flops_by_reg.png
Drawn at 3 px/µm.
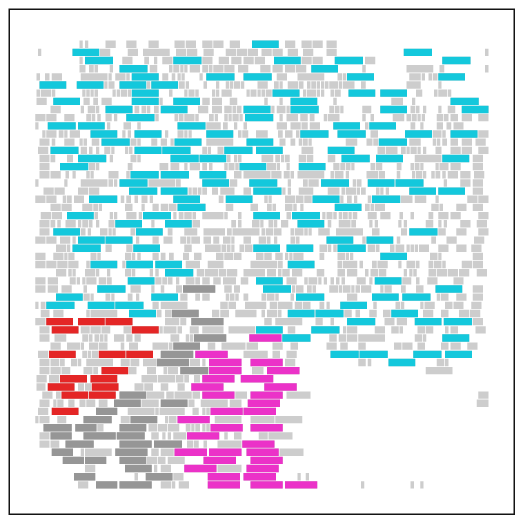
detail.png
Window x 113 to 138, y 113 to 138 µm. Cells in grey, sequential cells in the stronger grey; small squares are vias.
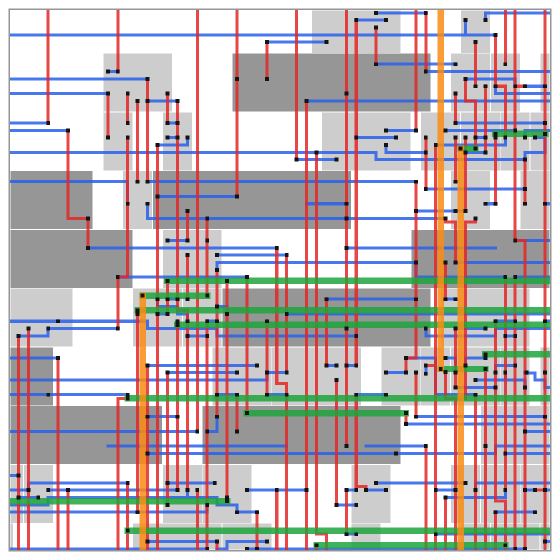
logic_types.png
Drawn at 1.5 px/µm.
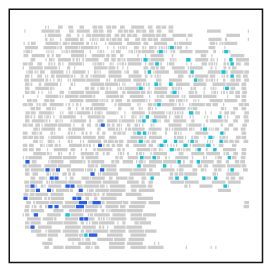
congestion.png
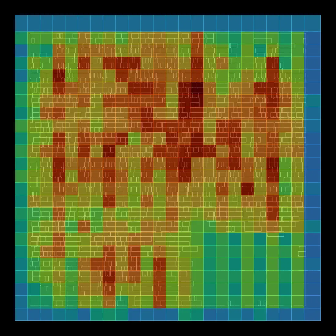
layer_met1.png
Drawn at 1.5 px/µm.
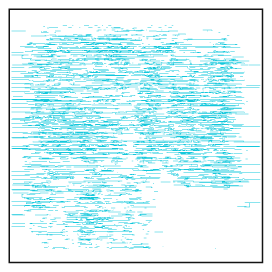
==> config.mk <==
export PLATFORM = sky130hd
export DESIGN_NAME = cube_move_engine_flat
export DESIGN_NICKNAME = d
export VERILOG_FILES = /design/src/rtl/cube_pkg.sv /design/src/rtl/cube_move_engine_if.sv /design/src/rtl/cube_face_turn.sv /design/src/rtl/cube_move_engine.sv /design/src/flat_wrapper.sv
export SDC_FILE = /design/constraint.sdc
export NUM_CORES = 1
export LEC_CHECK = 0
export ABC_AREA = 0
export ABC_CLOCK_PERIOD_IN_PS = 2640
export CAP_MARGIN = 30
export CORE_MARGIN = 8
export CORE_UTILIZATION = 47
export CTS_CLUSTER_DIAMETER = 60
export DETAILED_ROUTE_END_ITERATION = 16
export HOLD_SLACK_MARGIN = 0.08
export PLACE_DENSITY = 0.72
export SLEW_MARGIN = 20
export SYNTH_ARGS = -nofsm -noshare
export SYNTH_HDL_FRONTEND = slang
export SYNTH_SLANG_ARGS = --single-unit
==> constraint.sdc <==
create_clock -name CLOCK_50 -period 2.64 [get_ports CLOCK_50]
set_input_delay 0.528 -clock CLOCK_50 [delete_from_list [all_inputs] [get_ports CLOCK_50]]
set_output_delay 0.528 -clock CLOCK_50 [all_outputs]
set_load 0.005 [all_outputs]
==> src/rtl/cube_pkg.sv <==
// Shared constants for the cube move engine: face numbering, move-code fields,
// sticker permutation tables for a clockwise quarter turn, and the solved colouring.
package cube_pkg;

  localparam int NUM_FACES    = 6;
  localparam int STICKERS     = 9;
  localparam int NUM_STICKERS = NUM_FACES * STICKERS;
  localparam int EDGE_LEN     = 12;

  typedef enum logic [2:0] {
    FACE_F = 3'd0,
    FACE_B = 3'd1,
    FACE_L = 3'd2,
    FACE_R = 3'd3,
    FACE_U = 3'd4,
    FACE_D = 3'd5
  } face_e;

  typedef enum logic [1:0] {
    ST_IDLE = 2'd0,
    ST_TURN = 2'd1,
    ST_DONE = 2'd2
  } fsm_e;

  localparam int CODE_FACE_LSB = 0;
  localparam int CODE_FACE_W   = 3;
  localparam int CODE_DIR_BIT  = 3;

  // Source index inside a face for each destination sticker under a CW turn.
  localparam int ROT_SRC [STICKERS] = '{6, 3, 0, 7, 4, 1, 8, 5, 2};

  // Global sticker indices ringing each face, ordered so that a CW turn moves
  // entry k to entry k+3 (mod 12).
  localparam int EDGE_RING [NUM_FACES][EDGE_LEN] = '{
    '{42, 43, 44, 27, 30, 33, 47, 46, 45, 26, 23, 20},  // F
    '{38, 37, 36, 18, 21, 24, 51, 52, 53, 35, 32, 29},  // B
    '{36, 39, 42,  0,  3,  6, 45, 48, 51, 17, 14, 11},  // L
    '{44, 41, 38,  9, 12, 15, 53, 50, 47,  8,  5,  2},  // R
    '{11, 10,  9, 29, 28, 27,  2,  1,  0, 20, 19, 18},  // U
    '{ 6,  7,  8, 33, 34, 35, 15, 16, 17, 24, 25, 26}   // D
  };

  function automatic int unsigned solved_color(input int unsigned sticker);
    return sticker / STICKERS;
  endfunction

endpackage

==> src/rtl/cube_move_engine_if.sv <==
// Board-side request inputs and renderer-side cube outputs of the move engine.
interface cube_move_engine_if
  import cube_pkg::*;
#(
  parameter int COLOR_W = 3,
  parameter int CNT_W   = 16
);
  logic [3:0]                      move_code;
  logic                            move_req_n;
  logic                            hold;
  logic [NUM_STICKERS*COLOR_W-1:0] cube_state;
  logic                            redraw;
  logic                            busy;
  logic                            queue_full;
  logic                            overflow;
  logic                            bad_move;
  logic [CNT_W-1:0]                move_count;

  modport master (
    output move_code, move_req_n, hold,
    input  cube_state, redraw, busy, queue_full, overflow, bad_move, move_count
  );

  modport slave (
    input  move_code, move_req_n, hold,
    output cube_state, redraw, busy, queue_full, overflow, bad_move, move_count
  );
endinterface

==> src/rtl/cube_face_turn.sv <==
// Combinational clockwise quarter turn of one face: rotates its 9 stickers and
// cycles the 12 edge stickers of the neighbouring faces.
module cube_face_turn
  import cube_pkg::*;
#(
  parameter int COLOR_W = 3
) (
  input  face_e                           face,
  input  logic [NUM_STICKERS*COLOR_W-1:0] cur,
  output logic [NUM_STICKERS*COLOR_W-1:0] nxt
);

  always_comb begin
    nxt = cur;
    for (int f = 0; f < NUM_FACES; f++) begin
      if (int'(face) == f) begin
        for (int i = 0; i < STICKERS; i++)
          nxt[(f*STICKERS+i)*COLOR_W +: COLOR_W] = cur[(f*STICKERS+ROT_SRC[i])*COLOR_W +: COLOR_W];
        for (int k = 0; k < EDGE_LEN; k++)
          nxt[EDGE_RING[f][(k+3)%EDGE_LEN]*COLOR_W +: COLOR_W] = cur[EDGE_RING[f][k]*COLOR_W +: COLOR_W];
      end
    end
  end

endmodule

==> src/rtl/cube_move_engine.sv <==
// Cube-state engine: synchronises button presses, queues moves in a FIFO and
// applies each as 1 (CW) or 3 (CCW) clockwise passes, pulsing redraw per move.
module cube_move_engine
  import cube_pkg::*;
#(
  parameter int COLOR_W = 3,
  parameter int QDEPTH  = 8,
  parameter int CNT_W   = 16
) (
  input logic               CLOCK_50,
  input logic               resetn,
  cube_move_engine_if.slave bus
);

  localparam int STATE_W = NUM_STICKERS * COLOR_W;
  localparam int AW      = $clog2(QDEPTH);

  function automatic logic [STATE_W-1:0] solved_state();
    logic [STATE_W-1:0] s;
    for (int n = 0; n < NUM_STICKERS; n++)
      s[n*COLOR_W +: COLOR_W] = COLOR_W'(solved_color(n));
    return s;
  endfunction

  localparam logic [STATE_W-1:0] SOLVED = solved_state();

  logic               req_p0, req_p1, req_p2, vld_p2;
  logic [3:0]         code_p0, code_p1, code_p2;
  logic               press;
  logic [3:0]         mem [QDEPTH];
  logic [AW:0]        wr_ptr, rd_ptr;
  logic               empty, full, bad_code, push;
  logic               bad_q, ovf_q;
  fsm_e               state_q, state_d;
  logic               pop, turn_en, done;
  face_e              face_q;
  logic [1:0]         passes_q;
  logic [STATE_W-1:0] cube_q, turned;
  logic [CNT_W-1:0]   count_q;

  // Stage p0/p1: two-flop synchroniser; p2: press edge and captured code
  assign press = req_p2 & ~req_p1;

  always_ff @(posedge CLOCK_50 or negedge resetn) begin
    if (!resetn) begin
      req_p0 <= 1'b1;
      req_p1 <= 1'b1;
      req_p2 <= 1'b1;
      vld_p2 <= 1'b0;
    end else begin
      req_p0 <= bus.move_req_n;
      req_p1 <= req_p0;
      req_p2 <= req_p1;
      vld_p2 <= press;
    end
  end

  always_ff @(posedge CLOCK_50) begin
    code_p0 <= bus.move_code;
    code_p1 <= code_p0;
    if (press) code_p2 <= code_p1;
  end

  // Move FIFO: extra pointer bit separates full from empty
  assign empty    = (wr_ptr == rd_ptr);
  assign full     = (wr_ptr[AW] != rd_ptr[AW]) && (wr_ptr[AW-1:0] == rd_ptr[AW-1:0]);
  assign bad_code = (code_p2[CODE_FACE_LSB +: CODE_FACE_W] > FACE_D);
  assign push     = vld_p2 && !bad_code && !full;

  always_ff @(posedge CLOCK_50 or negedge resetn) begin
    if (!resetn) begin
      wr_ptr <= '0;
      rd_ptr <= '0;
      bad_q  <= 1'b0;
      ovf_q  <= 1'b0;
    end else begin
      if (push) wr_ptr <= wr_ptr + 1'b1;
      if (pop)  rd_ptr <= rd_ptr + 1'b1;
      if (vld_p2 && bad_code)          bad_q <= 1'b1;
      if (vld_p2 && !bad_code && full) ovf_q <= 1'b1;
    end
  end

  always_ff @(posedge CLOCK_50) begin
    if (push) mem[wr_ptr[AW-1:0]] <= code_p2;
  end

  // Move sequencer
  always_ff @(posedge CLOCK_50 or negedge resetn) begin
    if (!resetn) state_q <= ST_IDLE;
    else         state_q <= state_d;
  end

  always_comb begin
    state_d = state_q;
    pop     = 1'b0;
    turn_en = 1'b0;
    done    = 1'b0;
    case (state_q)
      ST_IDLE: begin
        if (!bus.hold && !empty) begin
          pop     = 1'b1;
          state_d = ST_TURN;
        end
      end
      ST_TURN: begin
        turn_en = 1'b1;
        if (passes_q == 2'd1) state_d = ST_DONE;
      end
      ST_DONE: begin
        done    = 1'b1;
        state_d = ST_IDLE;
      end
      default: state_d = ST_IDLE;
    endcase
  end

  always_ff @(posedge CLOCK_50) begin
    if (pop) begin
      face_q   <= face_e'(mem[rd_ptr[AW-1:0]][CODE_FACE_LSB +: CODE_FACE_W]);
      passes_q <= mem[rd_ptr[AW-1:0]][CODE_DIR_BIT] ? 2'd3 : 2'd1;
    end else if (turn_en) begin
      passes_q <= passes_q - 1'b1;
    end
  end

  cube_face_turn #(.COLOR_W(COLOR_W)) u_turn (
    .face (face_q),
    .cur  (cube_q),
    .nxt  (turned)
  );

  // Sticker state and completed-move counter
  always_ff @(posedge CLOCK_50 or negedge resetn) begin
    if (!resetn) begin
      cube_q  <= SOLVED;
      count_q <= '0;
    end else begin
      if (turn_en) cube_q  <= turned;
      if (done)    count_q <= count_q + 1'b1;
    end
  end

  assign bus.cube_state = cube_q;
  assign bus.redraw     = done;
  assign bus.busy       = (state_q != ST_IDLE) || !empty;
  assign bus.queue_full = full;
  assign bus.overflow   = ovf_q;
  assign bus.bad_move   = bad_q;
  assign bus.move_count = count_q;

endmodule
==> src/flat_wrapper.sv <==
// flat-port wrapper written by rule: the top's interface ports become plain ports
module cube_move_engine_flat import cube_pkg::*;
#(
  parameter int COLOR_W = 3,
  parameter int QDEPTH  = 8,
  parameter int CNT_W   = 16
)
  (CLOCK_50, resetn, bus_move_code, bus_move_req_n, bus_hold, bus_cube_state, bus_redraw, bus_busy, bus_queue_full, bus_overflow, bus_bad_move, bus_move_count);
  cube_move_engine_if #(.COLOR_W(COLOR_W), .CNT_W(CNT_W)) bus_i ();
  input logic CLOCK_50;
  input logic resetn;
  input wire logic [$bits(bus_i.move_code)-1:0] bus_move_code;
  input wire logic [$bits(bus_i.move_req_n)-1:0] bus_move_req_n;
  input wire logic [$bits(bus_i.hold)-1:0] bus_hold;
  output wire logic [$bits(bus_i.cube_state)-1:0] bus_cube_state;
  output wire logic [$bits(bus_i.redraw)-1:0] bus_redraw;
  output wire logic [$bits(bus_i.busy)-1:0] bus_busy;
  output wire logic [$bits(bus_i.queue_full)-1:0] bus_queue_full;
  output wire logic [$bits(bus_i.overflow)-1:0] bus_overflow;
  output wire logic [$bits(bus_i.bad_move)-1:0] bus_bad_move;
  output wire logic [$bits(bus_i.move_count)-1:0] bus_move_count;
  assign bus_i.move_code = bus_move_code;
  assign bus_i.move_req_n = bus_move_req_n;
  assign bus_i.hold = bus_hold;
  assign bus_cube_state = bus_i.cube_state;
  assign bus_redraw = bus_i.redraw;
  assign bus_busy = bus_i.busy;
  assign bus_queue_full = bus_i.queue_full;
  assign bus_overflow = bus_i.overflow;
  assign bus_bad_move = bus_i.bad_move;
  assign bus_move_count = bus_i.move_count;
  cube_move_engine #(.COLOR_W(COLOR_W), .QDEPTH(QDEPTH), .CNT_W(CNT_W)) u_core (.CLOCK_50(CLOCK_50), .resetn(resetn), .bus(bus_i));
endmodule
==> flow_summary.ini <==
; synthesis and place-and-route metrics
[outcome]
status = completed

[routing]
dr.pass1.iters = 5
drt-met1-wl_um = 14000
top_layer = met4
routed_via_density = 5.90
drc = 0
met2_length_um = 16100
ant_nets = 0

[placement]
hpwl_um = 23000
dp_cells = 1484
place_area_mm2 = 0.0129

[power]
switching_power_mw = 6.94
clk-power_mw = 3.31
seq_power_mw = 6.85
combinationalPower_mw = 7.76
leakagePower_nw = 5.77
intPower_mw = 11.0
power_density_mw_per_mm2 = 1300

[hold_path]
hold_depth = 0

[setup_path]
critPathKind = flop to primary output
worstPathArrival_ps = 2060
regToRegEndpoint = u_core.mem[4][0]
end_kind = primary output
start_kind = flop
cp_num_cells = 4
path_delay_family = buffers and inverters

[timing]
fin_tns_setup_ps = 0
finalCriticalPeriod_ps = 2590
clock.fmax_ghz = 0.387

[logic_synthesis]
synth_cell_types = 55
yosysWarningCount = 0
synthArstFlopShare_pct = 78.2
edf_count = 41
ys_cells = 1067
adder_share_pct = 0.462
ys_sh_xor_pct = 2.40
yosys-stat-area_mm2 = 0.0108
logic_family = AND-OR/OR-AND gates
ys.flops = 225

[layout]
n_fill_cell = 1837
nNetsFinal = 1242
seqCellArea_mm2 = 0.00587

[clock_network]
cts_buffers = 25
cts-root-buf = clkbuf_16
path_clk_slew_ps = 60
clockBufferDepth = 3

[die]
core-area_mm2 = 0.0226

[global_routing]
use_met3_pct = 4.33
## Picture notes: flops_by_reg.png
u_core.mem -> magenta  # sequential cells 32, where south
u_core.bus.cube_state -> cyan  # sequential cells 144
u_core.bus.move_count -> red  # sequential cells 16
not coloured = 33

## Picture notes: detail.png
metal 1 -> blue
metal 2 -> red
metal 3 -> green
metal 4 -> orange
most frequent = nand2_1 (9), a21oi_1 (8), mux2_2 (5)
cells with their middle in the window = 40
netlist names of flops here include = u_core.bus.cube_state (7)
sequential cells in the window = 7

## Picture notes: logic_types.png
AND-OR and OR-AND gates -> cyan  # cells 56, most used a21o_1
XOR/XNOR gates -> blue  # cells 28, most used xnor2_1
fin cells: 1,533
dominant logic cell type in the layout: nand2_1
combinational share of cell area: 33.4%

## Picture notes: congestion.png
WL/cell: 22.0 µm
All-Layer GR Usage: 23.2%
routing usage on met2: 38.2%
GR Layer Usage met1: 30.0%
Post-Route Utilization: 60.7%

## Picture notes: layer_met1.png
share of all routed wire = 42%
nets with wire on the layer = 1,089
main direction = horizontal
wire length on this layer = 14,000 µm
Via Count: 9,039
drt total wl: 33,700 µm

## area by class of cell
| cell class | instances | share of cell area, % |
|---|---|---|
| inverters | 5 | 0.137 |
| multi-input cells | 760 | 33.4 |
| flip-flops and latches | 225 | 42.8 |
| clock inverters | 6 | 0.264 |
| well taps | 285 | 2.60 |
| clock buffers | 39 | 5.45 |
| repair buffers | 213 | 15.3 |
## sequential cells by signal, summed over array words and instances, names as in the netlist
register	flops
u_core.bus.cube_state	144
u_core.mem	32
u_core.bus.move_count	16
u_core.code_p0	4
u_core.code_p1	4
u_core.code_p2	4
u_core.rd_ptr	4
u_core.wr_ptr	4
u_core.face_q	3
u_core.passes_q	2
u_core.state_q	2
u_core.bus.bad_move	1
u_core.bus.overflow	1
u_core.req_p0	1
u_core.req_p1	1
u_core.req_p2	1
u_core.vld_p2	1
